===== src/rtl/dec2to4_if.sv =====
// ----------------------------------------------------------------------------
// dec2to4_if
// Bundle of the signals exchanged between the select-generating logic and
// the registered 2-to-4 decoder.
//
// Signals:
//   A, B     select, A is the MSB (s = {A,B})
//   En       active-high decode enable
//   cnt_clr  synchronous clear of all activation counters
//   cnt_sel  index of the activation counter presented on cnt_out
//   Z        registered one-hot decode output
//   chg      one-cycle pulse, Z changed on the last edge
//   cnt_out  selected activation counter value
//
// Modports:
//   master   drives select/enable/counter controls, observes the outputs
//   slave    the decoder side
// ----------------------------------------------------------------------------
interface dec2to4_if #(
    parameter int CNT_W = 8
);
    logic             A;
    logic             B;
    logic             En;
    logic             cnt_clr;
    logic [1:0]       cnt_sel;
    logic [3:0]       Z;
    logic             chg;
    logic [CNT_W-1:0] cnt_out;

    modport master (
        output A, B, En, cnt_clr, cnt_sel,
        input  Z, chg, cnt_out
    );

    modport slave (
        input  A, B, En, cnt_clr, cnt_sel,
        output Z, chg, cnt_out
    );
endinterface


===== src/rtl/dec2to4_reg.sv =====
// ----------------------------------------------------------------------------
// dec2to4_reg
// Registered 2-to-4 line decoder with enable. Z is one-hot for s = {A,B}
// when En=1 and all-zero when En=0, with one cycle of latency. chg pulses
// for one cycle whenever Z takes a new value. Four saturating counters
// record how many enabled decodes hit each line; one is read back through
// cnt_out selected by cnt_sel.
//
// Ports:
//   clk  system clock, all state updates on the rising edge
//   rst  synchronous, active-high reset
//   bus  dec2to4_if.slave (A, B, En, cnt_clr, cnt_sel in; Z, chg, cnt_out out)
//
// Update priority: rst > cnt_clr > normal update.
// ----------------------------------------------------------------------------
module dec2to4_reg #(
    parameter int CNT_W = 8
) (
    input  logic      clk,
    input  logic      rst,
    dec2to4_if.slave  bus
);

    localparam logic [CNT_W-1:0] CNT_MAX = '1;

    logic [1:0]       sel;
    logic [3:0]       z_q,   z_d;
    logic             chg_q, chg_d;
    logic [CNT_W-1:0] cnt_q [0:3];
    logic [CNT_W-1:0] cnt_d [0:3];

    assign sel = {bus.A, bus.B};

    // NOTE: every signal driven here gets a default first, so no path leaves
    // it unassigned and no latch is inferred.
    always_comb begin
        z_d   = 4'b0000;
        cnt_d = cnt_q;

        if (bus.En) begin
            z_d = 4'b0001 << sel;
        end

        // Compare against the value that will be registered, so the pulse
        // lines up with the Z it describes.
        chg_d = (z_d != z_q);

        if (bus.cnt_clr) begin
            // Clear wins over the increment; this cycle's activation is lost.
            for (int i = 0; i < 4; i++) begin
                cnt_d[i] = '0;
            end
        end else if (bus.En && (cnt_q[sel] != CNT_MAX)) begin
            cnt_d[sel] = cnt_q[sel] + CNT_W'(1);
        end
    end

    // NOTE: sequential state is updated with non-blocking assignments only,
    // so all registers see the pre-edge values regardless of statement order.
    always_ff @(posedge clk) begin
        if (rst) begin
            z_q   <= 4'b0000;
            chg_q <= 1'b0;
            // NOTE: the counter array is a handful of flops, not a RAM, and
            // must read zero after reset, so it is reset like any register.
            for (int i = 0; i < 4; i++) begin
                cnt_q[i] <= '0;
            end
        end else begin
            z_q   <= z_d;
            chg_q <= chg_d;
            cnt_q <= cnt_d;
        end
    end

    assign bus.Z       = z_q;
    assign bus.chg     = chg_q;
    assign bus.cnt_out = cnt_q[bus.cnt_sel];

endmodule


===== src/flat_wrapper.sv =====
// flat-port wrapper written by rule: the top's interface ports become plain ports
module dec2to4_reg_flat 
#(
    parameter int CNT_W = 8
)
  (clk, rst, bus_A, bus_B, bus_En, bus_cnt_clr, bus_cnt_sel, bus_Z, bus_chg, bus_cnt_out);
  dec2to4_if #(.CNT_W(CNT_W)) bus_i ();
  input  logic clk;
  input  logic rst;
  input wire logic [$bits(bus_i.A)-1:0] bus_A;
  input wire logic [$bits(bus_i.B)-1:0] bus_B;
  input wire logic [$bits(bus_i.En)-1:0] bus_En;
  input wire logic [$bits(bus_i.cnt_clr)-1:0] bus_cnt_clr;
  input wire logic [$bits(bus_i.cnt_sel)-1:0] bus_cnt_sel;
  output wire logic [$bits(bus_i.Z)-1:0] bus_Z;
  output wire logic [$bits(bus_i.chg)-1:0] bus_chg;
  output wire logic [$bits(bus_i.cnt_out)-1:0] bus_cnt_out;
  assign bus_i.A = bus_A;
  assign bus_i.B = bus_B;
  assign bus_i.En = bus_En;
  assign bus_i.cnt_clr = bus_cnt_clr;
  assign bus_i.cnt_sel = bus_cnt_sel;
  assign bus_Z = bus_i.Z;
  assign bus_chg = bus_i.chg;
  assign bus_cnt_out = bus_i.cnt_out;
  dec2to4_reg #(.CNT_W(CNT_W)) u_core (.clk(clk), .rst(rst), .bus(bus_i));
endmodule

===== config.mk =====
export PLATFORM = sky130hd
export DESIGN_NAME = dec2to4_reg_flat
export DESIGN_NICKNAME = d
export VERILOG_FILES = /design/src/rtl/dec2to4_if.sv /design/src/rtl/dec2to4_reg.sv /design/src/flat_wrapper.sv
export SDC_FILE = /design/constraint.sdc
export NUM_CORES = 1
export LEC_CHECK = 0
export ABC_AREA = 1
export CAP_MARGIN = 15
export CORE_UTILIZATION = 45
export DETAILED_ROUTE_END_ITERATION = 8
export PLACE_DENSITY_LB_ADDON = 0.05
export SYNTH_ARGS = -nofsm -noshare
export SYNTH_HDL_FRONTEND = slang
export SYNTH_SLANG_ARGS = --single-unit

===== constraint.sdc =====
create_clock -name clk -period 5.08 [get_ports clk]
set_input_delay 0.508 -clock clk [delete_from_list [all_inputs] [get_ports clk]]
set_output_delay 0.508 -clock clk [all_outputs]
set_load 0.05 [all_outputs]

==> results.yml <==
# implementation run metrics
worst_setup_path:
  rr_endpoint: "u_core.cnt_q[24]"
  crit_start: "bus_cnt_sel[0]"
  cp-start-kind: "input pin"
  worstPathCellList: "clkdlybuf4s50_1 > inv_1 > o21ai_0 > a21oi_1 > a21oi_1 > clkdlybuf4s50_1"
  crit_type: "input pin to primary output"
cells_and_area:
  final-instance-count-excl-fill: 445
  largest_reg_flops: 32
  final_common_cell: "nand2_1"
  num-fill-cells: 504
  syn2layout_area_growth_pct: 10.4
run:
  timing.max_cap.violations: 0
yosys:
  yosys.area_share.aoi: 0.105
  yosys_area_um2: 2330
  syn_inst: 368
  top_logic_kind: "simple AND/OR/NAND/NOR gates"
  synth-simple-area-share: 0.436
  syn_area_um2: 2330
  edf_count: 0
  yosys.stat.seqShare: 0.318
clock_network:
  clockBufferDepth: 2
  cts.sinks: 37
status:
  outcome: "completed"
route:
  drt_iter0_markers: 147
  wl_met2_mm: 2.51
  top_layer_used: "met4"
  first_pass_iters: 4
  wirelength_mm: 5.67
  viasPerCell: 4.93
timing:
  worst_slew_pin_slew_ns: 0.912
  timing.slew.headroom: 0.390
  hold_viol_final: 0
  setup_viol: 0
  final.setup.worst_slack_ns: 1.54
  period_used_share: 0.696
  clock.fmax_ghz: 0.283
place:
  pre_cts_slack_ns: 1.54
  dp_hpwl_mm: 3.74
hold_path:
  holdPathStages: 2
  min_from: "u_core.cnt_q[0]"
global_route:
  grt_pass1_vias: 1939
  grt_use_total: 0.234
die:
  core_util_floorplan: 0.480
  num_io_pins: 21
pwr:
  p_leak_uw: 0.00120
## cell type report
| class | count | area (µm²) | share of cell area |
|---|---|---|---|
| Clock buffer | 7 | 86.3 | 0.0336 |
| Tap cell | 67 | 83.8 | 0.0326 |
| Inverter | 32 | 125 | 0.0487 |
| Sequential cell | 37 | 741 | 0.288 |
| Multi-Input combinational cell | 281 | 1330 | 0.516 |
| Timing Repair Buffer | 21 | 208 | 0.0808 |
## critical path, delay by kind of cell
family | cells | cell delay [ns]
AOI/OAI and AO/OA | 3 | 0.49
buffers and inverters | 3 | 2.02
## where the power goes
| group | switching, µW | internal [µW] | total, µW |
|---|---|---|---|
| registers | 4.15 | 297 | 301 |
| clock network | 105 | 108 | 213 |
| logic | 74.2 | 33.8 | 108 |
| total | 184 | 438 | 622 |
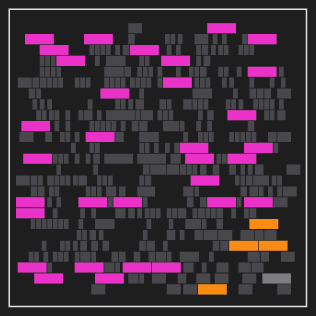
*Sequential cells coloured by netlist name*
Scale: 4 px per µm. Other sequential cells in the stronger grey, the rest of the logic in the fainter grey.
`u_core.cnt_q`: shown in magenta, sequential cells 32, where widely spread. `u_core.bus.Z`: shown in orange, sequential cells 4, where lower right.
Another 1 sequential cells are not coloured.

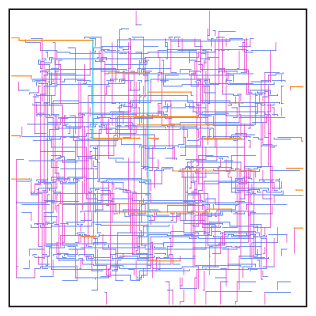
*Wiring by layer*
Scale: 4 px per µm.
met4: shown in cyan, wire length 71.4 µm. met2: shown in magenta, wire length 2510 µm. met3: shown in orange, wire length 246 µm. met1: shown in blue, wire length 2830 µm.

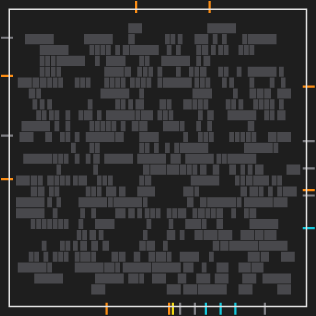
*I/O pins on the die edge*
Scale: 4 px per µm. Pins as bars across the die edge, other pins in grey.
`bus_cnt_clr`: shown in yellow, pins 1, direction input, edge bottom. `bus_cnt_out`: shown in orange, pins 8, direction output, edge 2 bottom, 2 right, 2 top, 2 left. `bus_Z`: shown in cyan, pins 4, direction output, edge 3 bottom, 1 right.
Die X-Extent: 73.9 µm
die height: 73.9 µm

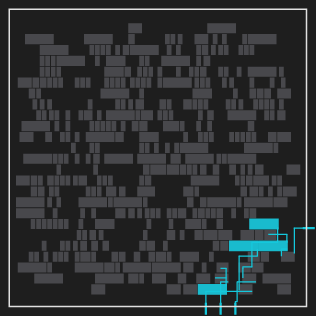
*Nets reached from selected ports*
Scale: 4 px per µm.
`bus_Z`: shown in cyan, bits 4, direction output, edge 3 bottom, 1 right, end cells 4, buffers 4, wire 95.6 µm.

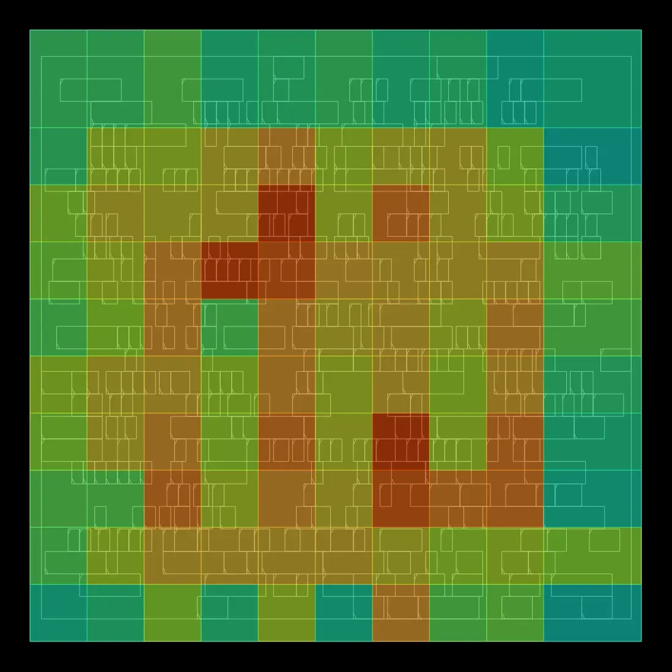
*Routing congestion*
post-route core utilization: 0.530
grt met3 use: 0.0412
GR Layer Usage met2: 0.370
global routing usage on met1: 0.328
wire length per cell: 12.7 µm

Power is estimated from default activity; no workload was simulated.
